Fig. 1: run 1, metal layers overlaid
Drawn at 4 px/um. Two of the layers only.
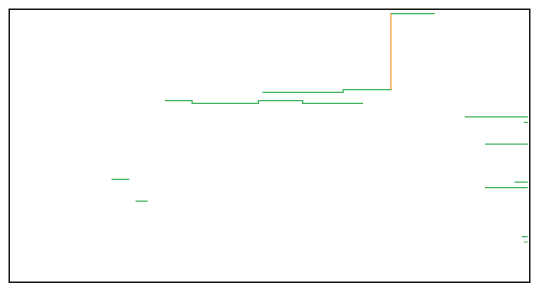
Fig. 2: run 1, gate families picked out
Drawn at 4 px/um.
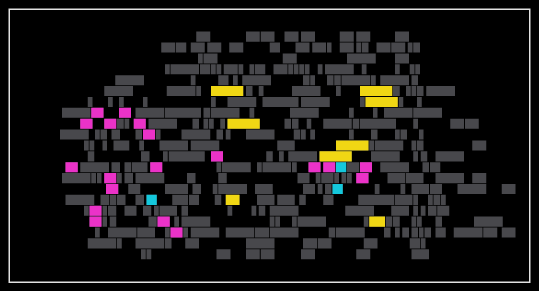
Fig. 3: run 1, a small window of the routed layout
Window x 50 to 80, y 33 to 63 um. Cells in gray, sequential cells in the stronger gray; small squares are vias.
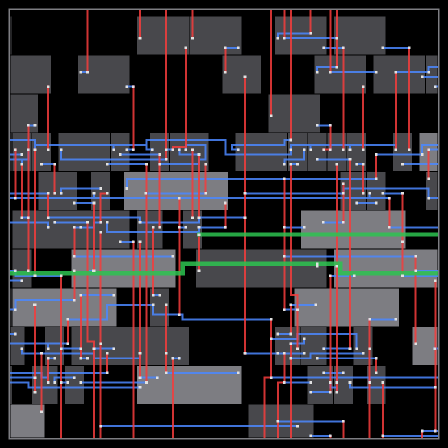
Fig. 4: run 1, metal 1
Drawn at 4 px/um. Supply wires on this layer in gray.
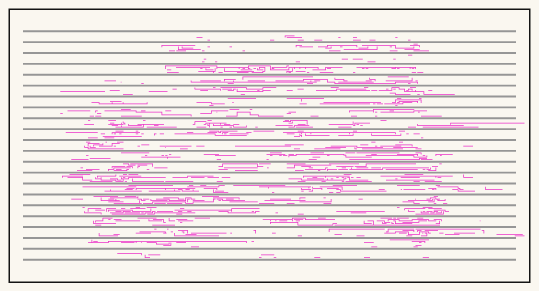
`src/rtl/seg7_pkg.sv`:
```
// Shared constants and types for the seven-segment display drivers.
// Pattern table is active-high, bit0 = segment a through bit6 = segment g.
package seg7_pkg;

  localparam logic [3:0] SEL_OFF = 4'hF;
  localparam logic [7:0] SEG_OFF = 8'hFF;

  localparam int unsigned SEG_A  = 0;
  localparam int unsigned SEG_B  = 1;
  localparam int unsigned SEG_C  = 2;
  localparam int unsigned SEG_D  = 3;
  localparam int unsigned SEG_E  = 4;
  localparam int unsigned SEG_F  = 5;
  localparam int unsigned SEG_G  = 6;
  localparam int unsigned SEG_DP = 7;

  localparam logic [6:0] HEX_PATTERNS [16] = '{
    7'h3F, 7'h06, 7'h5B, 7'h4F, 7'h66, 7'h6D, 7'h7D, 7'h07,
    7'h7F, 7'h6F, 7'h77, 7'h7C, 7'h39, 7'h5E, 7'h79, 7'h71
  };

  typedef enum logic {
    PH_DEAD,
    PH_ON
  } phase_e;

  typedef struct packed {
    logic [15:0] digits;
    logic [3:0]  dp;
    logic [3:0]  blank;
  } snap_t;

endpackage

```
`src/rtl/seg7_hex_decode.sv`:
```
// Combinational hex nibble to active-high a..g segment pattern.
module seg7_hex_decode
  import seg7_pkg::*;
(
  input  logic [3:0] nibble,
  output logic [6:0] pattern
);

  always_comb begin
    pattern = HEX_PATTERNS[nibble];
  end

endmodule

```
`src/rtl/seg7_scan_driver.sv`:
```
// Four-digit multiplexed seven-segment scanner with per-slot dead time and
// frame-synchronous input snapshot; io_sel/io_seg are active-low and registered.
module seg7_scan_driver
  import seg7_pkg::*;
#(
  parameter int unsigned SCAN_DIV    = 50000,
  parameter int unsigned DEAD_CYCLES = 500
) (
  input  logic        clk,
  input  logic        rst,
  input  logic        en,
  input  logic [15:0] digits,
  input  logic [3:0]  dp,
  input  logic [3:0]  blank,
  output logic [3:0]  io_sel,
  output logic [7:0]  io_seg,
  output logic        frame_tick
);

  localparam logic [15:0] CNT_LAST = 16'(SCAN_DIV - 1);
  localparam logic [15:0] DEAD_END = 16'(DEAD_CYCLES);

  logic [15:0] cnt;
  logic [1:0]  idx;
  snap_t       snap;
  phase_e      phase;
  logic [3:0]  cur_nib;
  logic [6:0]  cur_pat;
  logic        frame_start;
  logic [3:0]  sel_next;
  logic [7:0]  seg_next;

  seg7_hex_decode u_dec (
    .nibble  (cur_nib),
    .pattern (cur_pat)
  );

  // Gated by rst/en so the pulse only marks a cycle that really captures.
  assign frame_start = en && !rst && (cnt == '0) && (idx == '0);
  assign frame_tick  = frame_start;

  always_comb begin
    phase    = (cnt < DEAD_END) ? PH_DEAD : PH_ON;
    cur_nib  = snap.digits[{idx, 2'b00} +: 4];
    sel_next = SEL_OFF;
    seg_next = SEG_OFF;
    if (phase == PH_ON && !snap.blank[idx]) begin
      sel_next               = ~(4'b0001 << idx);
      seg_next[SEG_G:SEG_A]  = ~cur_pat;
      seg_next[SEG_DP]       = ~snap.dp[idx];
    end
  end

  always_ff @(posedge clk) begin
    if (rst) begin
      cnt    <= '0;
      idx    <= '0;
      snap   <= '{digits: '0, dp: '0, blank: '1};
      io_sel <= SEL_OFF;
      io_seg <= SEG_OFF;
    end else if (!en) begin
      cnt    <= '0;
      idx    <= '0;
      io_sel <= SEL_OFF;
      io_seg <= SEG_OFF;
    end else begin
      if (frame_start) begin
        snap <= '{digits: digits, dp: dp, blank: blank};
      end
      if (cnt == CNT_LAST) begin
        cnt <= '0;
        idx <= idx + 2'd1;
      end else begin
        cnt <= cnt + 16'd1;
      end
      io_sel <= sel_next;
      io_seg <= seg_next;
    end
  end

endmodule

```
`config.mk`:
```
export PLATFORM = sky130hd
export DESIGN_NAME = seg7_scan_driver
export DESIGN_NICKNAME = d
export VERILOG_FILES = /design/src/rtl/seg7_pkg.sv /design/src/rtl/seg7_hex_decode.sv /design/src/rtl/seg7_scan_driver.sv
export SDC_FILE = /design/constraint.sdc
export NUM_CORES = 1
export LEC_CHECK = 0
export CAP_MARGIN = 20
export CORE_ASPECT_RATIO = 0.5
export CORE_MARGIN = 3
export CORE_UTILIZATION = 33
export CTS_CLUSTER_DIAMETER = 60
export DETAILED_ROUTE_END_ITERATION = 10
export GPL_TIMING_DRIVEN = 1
export PLACE_DENSITY = 0.55
export SETUP_SLACK_MARGIN = 0.3
export SLEW_MARGIN = 0
export SYNTH_ARGS = -nofsm -noshare
export SYNTH_HDL_FRONTEND = slang
export SYNTH_SLANG_ARGS = --single-unit
```
`constraint.sdc`:
```
create_clock -name clk -period 5.01 [get_ports clk]
set_input_delay 0.501 -clock clk [delete_from_list [all_inputs] [get_ports clk]]
set_output_delay 0.501 -clock clk [all_outputs]
set_load 0.02 [all_outputs]
```
==> impl_metrics.xml, run 1 <==
<?xml version="1.0" encoding="UTF-8"?>
<metrics>
  <group name="final_timing">
    <metric name="timing.final.crit_share" unit="">0.7103</metric>
    <metric name="relSlewSlack" unit="">0.4406</metric>
    <metric name="finClkSkew" unit="ns">0.007436</metric>
    <metric name="setup-tns-final" unit="ns">0</metric>
    <metric name="max_freq" unit="MHz">281.0</metric>
    <metric name="worst-slew-pin-transition" unit="ns">0.8364</metric>
    <metric name="timing.final.setup_violations" unit="">0</metric>
    <metric name="grt_setup_unrepaired" unit="">false</metric>
    <metric name="layout_min_cycle_time" unit="ns">3.559</metric>
  </group>
  <group name="synthesis">
    <metric name="postSynthNetCount" unit="">328</metric>
    <metric name="top_logic_kind" unit="">simple AND/OR/NAND/NOR gates</metric>
    <metric name="post-synth-top-count-cell" unit="">sky130_fd_sc_hd__nand2_1</metric>
    <metric name="netlist_top_cells_count" unit="">sky130_fd_sc_hd__nand2_1, sky130_fd_sc_hd__dfxtp_1, sky130_fd_sc_hd__nor2_1</metric>
    <metric name="ys_sh_mux" unit="">0.06191</metric>
    <metric name="synth.yosys.num_cells" unit="">289</metric>
    <metric name="synthAdderAreaFrac" unit="">0.05944</metric>
    <metric name="synth_seq_share" unit="">0.4279</metric>
    <metric name="simple_gate_area_frac" unit="">0.2511</metric>
    <metric name="async_flop_share" unit="">0</metric>
    <metric name="post_synth_instance_area" unit="mm^2">0.002526</metric>
  </group>
  <group name="pwr">
    <metric name="totalPowerFinal" unit="mW">0.8479</metric>
    <metric name="leakagePower" unit="nW">1.096</metric>
    <metric name="power.ir.vdd_worst" unit="uV">133.1</metric>
    <metric name="power.density_cell_area" unit="mW/mm^2">274.1</metric>
  </group>
  <group name="global_route">
    <metric name="grt_start_max_net_pins" unit="">26</metric>
    <metric name="global_route_wire_length_before_repair" unit="um">8845</metric>
    <metric name="global_route.overflow_total" unit="">0</metric>
    <metric name="antenna_found_initial" unit="">0</metric>
    <metric name="most_used_layer_global_route" unit="">met2</metric>
    <metric name="gr-usage-met3" unit="">0.03196</metric>
  </group>
  <group name="critical_path">
    <metric name="crit_path_top_delay_cell" unit="">sky130_fd_sc_hd__clkdlybuf4s50_1</metric>
    <metric name="rr_endpoint" unit="">snap[3]</metric>
    <metric name="worst_setup_path_startpoint" unit="">idx[0]</metric>
    <metric name="worst-endpoint-required" unit="ns">4.51</metric>
    <metric name="cpLargestDelayFamily" unit="">simple AND/OR/NAND/NOR gates</metric>
    <metric name="path_depth" unit="">6</metric>
    <metric name="crit_chain" unit="">inv_1, ha_1, or4bb_1, or4_1, nor3_1, clkdlybuf4s50_1</metric>
    <metric name="reg2reg_from" unit="">idx[0]</metric>
    <metric name="critical_path.n_buffers_inverters" unit="">2</metric>
  </group>
  <group name="layout">
    <metric name="sequential_cell_area" unit="mm^2">0.001081</metric>
    <metric name="buffer_area_frac" unit="">0.1303</metric>
    <metric name="largest_class" unit="">combinational gates</metric>
    <metric name="clockBufferCount" unit="">7</metric>
    <metric name="final-instance-count-excl-fill" unit="">414</metric>
    <metric name="number_of_diodes" unit="">0</metric>
    <metric name="combGateArea" unit="mm^2">0.001324</metric>
    <metric name="fraction_of_layout_cells_with_a_size_suffix_above_1" unit="">0.05901</metric>
    <metric name="seq-cell-share" unit="">0.3495</metric>
    <metric name="clk_share" unit="">0.04288</metric>
    <metric name="flow.area_growth_from_synthesis" unit="%">22.44</metric>
    <metric name="combinational_gate_count" unit="">210</metric>
    <metric name="finish.instance_area" unit="mm^2">0.003093</metric>
  </group>
  <group name="die">
    <metric name="die_w" unit="um">129.7</metric>
    <metric name="number_of_core_rows" unit="">21</metric>
    <metric name="fp_util" unit="">0.3587</metric>
    <metric name="design.die.area" unit="mm^2">0.008804</metric>
  </group>
  <group name="clocking">
    <metric name="worst_skew_pair.late_latency" unit="ns">0.29</metric>
    <metric name="root_buffer" unit="">sky130_fd_sc_hd__clkbuf_16</metric>
    <metric name="clk_transition_reported_paths" unit="ns">0.07</metric>
    <metric name="clock_sinks" unit="">54</metric>
    <metric name="cts_setup_buffers" unit="">0</metric>
    <metric name="postCtsHoldBufs" unit="">0</metric>
  </group>
  <group name="placed_design">
    <metric name="io_buffers" unit="">39</metric>
  </group>
  <group name="status">
    <metric name="status" unit="">finished, final reports clean</metric>
  </group>
  <group name="flow_run">
    <metric name="warnings" unit="">35</metric>
  </group>
  <group name="drt">
    <metric name="route.layer.met1.wl" unit="um">2556</metric>
    <metric name="met3RoutedLength" unit="um">143</metric>
    <metric name="drt-initial-drc-count" unit="">180</metric>
  </group>
</metrics>
Back to the opening pictures, Fig. 1:
legend:
  green:
    layer: met3
    wire_length: 143 um
  orange:
    layer: met4
    wire_length: 19.0 um
global-route total usage across every layer: 0.1243
final wirelength: 5157 um

Back to the opening pictures, Fig. 2:
legend:
  magenta:
    family: XOR/XNOR gates
    cells: 19
  yellow:
    family: multiplexers
    cells: 8
  cyan:
    family: AND-OR and OR-AND gates
    cells: 3

Back to the opening pictures, Fig. 3:
legend:
  blue:
    layer: met1
  green:
    layer: met3
  red:
    layer: met2
most frequent: nand2_1 (21), clkdlybuf4s50_1 (12), dfxtp_1 (7)
sequential cells in the window: 7
netlist names of flops here include: snap (7)
cells with their middle in the window: 53

Back to the opening pictures, Fig. 4:
longest straight run: 34.5 um
main direction: horizontal
met1 capacity usage during global routing: 0.1619
via count: 1995

[run 1: power by group]
group	internal, mW	switching [mW]	total [mW]
combinational	0.0398	0.0358	0.0756
sequential	0.440	0.00794	0.448
clock	0.183	0.141	0.324
total	0.663	0.185	0.848
[run 1: flip-flops by register name, indices dropped and copies added (netlist names)]
name	flops
idx	2
snap	24
cnt	16
io_seg	8
io_sel	4
[run 1: how the worst min path moves through the flow]
stage / startpoint / to / slack (ns)
6_report: snap[16] / snap[16] / 0.46
5_1_grt: snap[6] / snap[6] / 0.48
4_1_cts: snap[6] / snap[6] / 0.46
3_5_place_dp: snap[8] / snap[8] / 0.45
3_3_place_gp: snap[6] / snap[6] / 0.44
2_1_floorplan: snap[16] / snap[16] / 0.43
==> run 2, diff against run 1 <==
==> constraint.sdc (replaced) <==
create_clock -name clk -period 3.7 [get_ports clk]
set_input_delay 0.37 -clock clk [delete_from_list [all_inputs] [get_ports clk]]
set_output_delay 0.37 -clock clk [all_outputs]
set_load 0.02 [all_outputs]
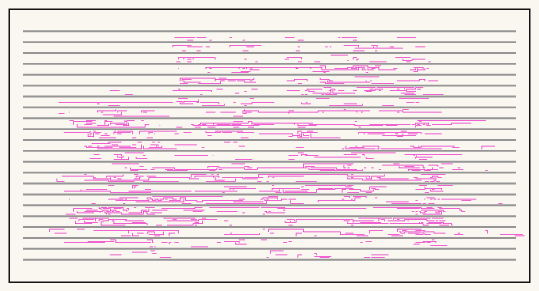
Fig. 5. Metal 1 (run 2).
Drawn at 4 px/um. Supply wires on this layer in gray.
share of all routed wire: 47%
longest straight run: 29.0 um
main direction: horizontal
wire length on this layer: 2490 um
met1 capacity usage during global routing: 0.1471
final wirelength: 5298 um
via count: 2009

==> impl_metrics.xml, run 2 <==
<?xml version="1.0" encoding="UTF-8"?>
<metrics>
  <group name="status">
    <metric name="status" unit="">finished, final reports clean</metric>
  </group>
  <group name="layout">
    <metric name="combinational_gate_count" unit="">210</metric>
    <metric name="fraction_of_layout_cells_with_a_size_suffix_above_1" unit="">0.07099</metric>
    <metric name="finish.instance_area" unit="mm^2">0.003167</metric>
    <metric name="clk_share" unit="">0.06282</metric>
    <metric name="flow.area_growth_from_synthesis" unit="%">25.36</metric>
    <metric name="seq-cell-share" unit="">0.3414</metric>
    <metric name="buffer_area_frac" unit="">0.1296</metric>
    <metric name="reg_top3" unit="">snap: 24 flops, cnt: 16 flops, io_seg: 8 flops</metric>
    <metric name="number_of_diodes" unit="">0</metric>
    <metric name="largest_class" unit="">combinational gates</metric>
    <metric name="sequential_cell_area" unit="mm^2">0.001081</metric>
    <metric name="combGateArea" unit="mm^2">0.001324</metric>
    <metric name="largest_register_ffs" unit="">24</metric>
    <metric name="clockBufferCount" unit="">6</metric>
  </group>
  <group name="pwr">
    <metric name="leakagePower" unit="nW">1.134</metric>
    <metric name="internal_power" unit="mW">1.056</metric>
    <metric name="p_seq_frac" unit="">0.459</metric>
    <metric name="totalPowerFinal" unit="mW">1.321</metric>
    <metric name="power_sequential" unit="mW">0.606</metric>
    <metric name="clock_net_power" unit="mW">0.613</metric>
    <metric name="top_power_group" unit="">the clock network</metric>
    <metric name="total_net_switching_power" unit="mW">0.2654</metric>
    <metric name="power.share.switching" unit="">0.2009</metric>
    <metric name="power.ir.vdd_worst" unit="uV">182.3</metric>
    <metric name="power.density_cell_area" unit="mW/mm^2">417.1</metric>
    <metric name="combPwrFrac" unit="">0.077</metric>
  </group>
  <group name="synthesis">
    <metric name="postSynthNetCount" unit="">328</metric>
    <metric name="async_flop_share" unit="">0</metric>
    <metric name="syn_area_per_cell" unit="um^2">8.741</metric>
    <metric name="synth.yosys.num_cells" unit="">289</metric>
    <metric name="synth_seq_share" unit="">0.4279</metric>
    <metric name="post-synth-top-count-cell" unit="">sky130_fd_sc_hd__nand2_1</metric>
    <metric name="netlist_top_cells_count" unit="">sky130_fd_sc_hd__nand2_1, sky130_fd_sc_hd__dfxtp_1, sky130_fd_sc_hd__nor2_1</metric>
  </group>
  <group name="critical_path">
    <metric name="rr_endpoint" unit="">snap[19]</metric>
    <metric name="reg2reg_from" unit="">idx[1]</metric>
    <metric name="worst_setup_path_startpoint" unit="">idx[1]</metric>
  </group>
  <group name="final_timing">
    <metric name="finClkSkew" unit="ns">0.005877</metric>
    <metric name="layout_min_cycle_time" unit="ns">3.249</metric>
    <metric name="setup-tns-final" unit="ns">0</metric>
    <metric name="timing.final.crit_share" unit="">0.8780</metric>
    <metric name="timing.final.setup_violations" unit="">0</metric>
    <metric name="relSlewSlack" unit="">0.4532</metric>
    <metric name="worst-slew-pin-transition" unit="ns">0.8175</metric>
    <metric name="max_freq" unit="MHz">307.8</metric>
  </group>
  <group name="min_path">
    <metric name="hold_crit_start" unit="">snap[7]</metric>
    <metric name="worstHoldEndpoint" unit="">snap[7]</metric>
  </group>
  <group name="die">
    <metric name="die_w" unit="um">129.7</metric>
    <metric name="chipHeight" unit="um">67.87</metric>
    <metric name="number_of_core_rows" unit="">21</metric>
    <metric name="fp_util" unit="">0.3587</metric>
  </group>
  <group name="global_route">
    <metric name="most_used_layer_global_route" unit="">met2</metric>
    <metric name="global_route_wire_length_before_repair" unit="um">8652</metric>
    <metric name="antenna_found_initial" unit="">0</metric>
    <metric name="global_route.overflow_total" unit="">0</metric>
  </group>
  <group name="drt">
    <metric name="drt-initial-drc-count" unit="">78</metric>
    <metric name="met3RoutedLength" unit="um">183</metric>
    <metric name="route.layer.met1.wl" unit="um">2489</metric>
    <metric name="avgRoutedWirePerCell" unit="um">12.74</metric>
  </group>
  <group name="flow_run">
    <metric name="warnings" unit="">35</metric>
  </group>
  <group name="clocking">
    <metric name="clk_transition_reported_paths" unit="ns">0.07</metric>
    <metric name="clock_sinks" unit="">54</metric>
    <metric name="worst_skew_pair.late_latency" unit="ns">0.29</metric>
    <metric name="postCtsHoldBufs" unit="">0</metric>
    <metric name="root_buffer" unit="">sky130_fd_sc_hd__clkbuf_16</metric>
    <metric name="cts_setup_buffers" unit="">0</metric>
  </group>
</metrics>
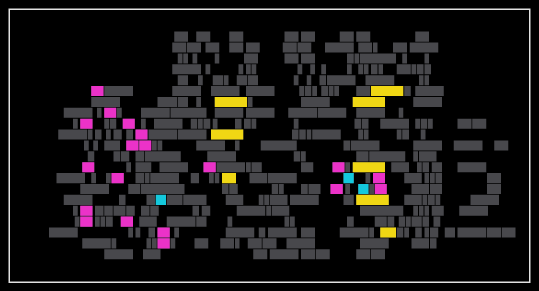
Fig. 6. Gate families picked out (run 2).
Drawn at 4 px/um.
legend:
  yellow:
    family: multiplexers
    cells: 8
  magenta:
    family: XOR/XNOR gates
    cells: 19
  cyan:
    family: AND-OR and OR-AND gates
    cells: 3
most frequent logic cell in the layout: sky130_fd_sc_hd__nand2_1
Post-Layout Cell Count: 416
combinational share of cell area: 0.4180

-- run 2: cell counts after synthesis --
Identical to the previous run, type by type.
-- run 2: critical path: stages, from the launching register on --
cell and delay, ns:
sky130_fd_sc_hd__dfxtp_1 0.45, sky130_fd_sc_hd__inv_1 0.18, sky130_fd_sc_hd__ha_1 0.20, sky130_fd_sc_hd__or4bb_1 0.48
sky130_fd_sc_hd__or4_1 0.48, sky130_fd_sc_hd__nor3_1 0.17, sky130_fd_sc_hd__clkdlybuf4s50_1 0.63
-- run 2: logic make-up (layout without fill, tap and decap cells) --
kind of cell,count (synthesis),count (layout),synth area share
mux,8,8,0.06191
buf+inv,25,60,0.04804
fa+ha+maj,12,12,0.05943
compound gates,38,38,0.08569
xor+xnor,19,19,0.06587
simple gates,133,133,0.2511
flops,54,54,0.4279
Power and IR drop assume default switching activity.
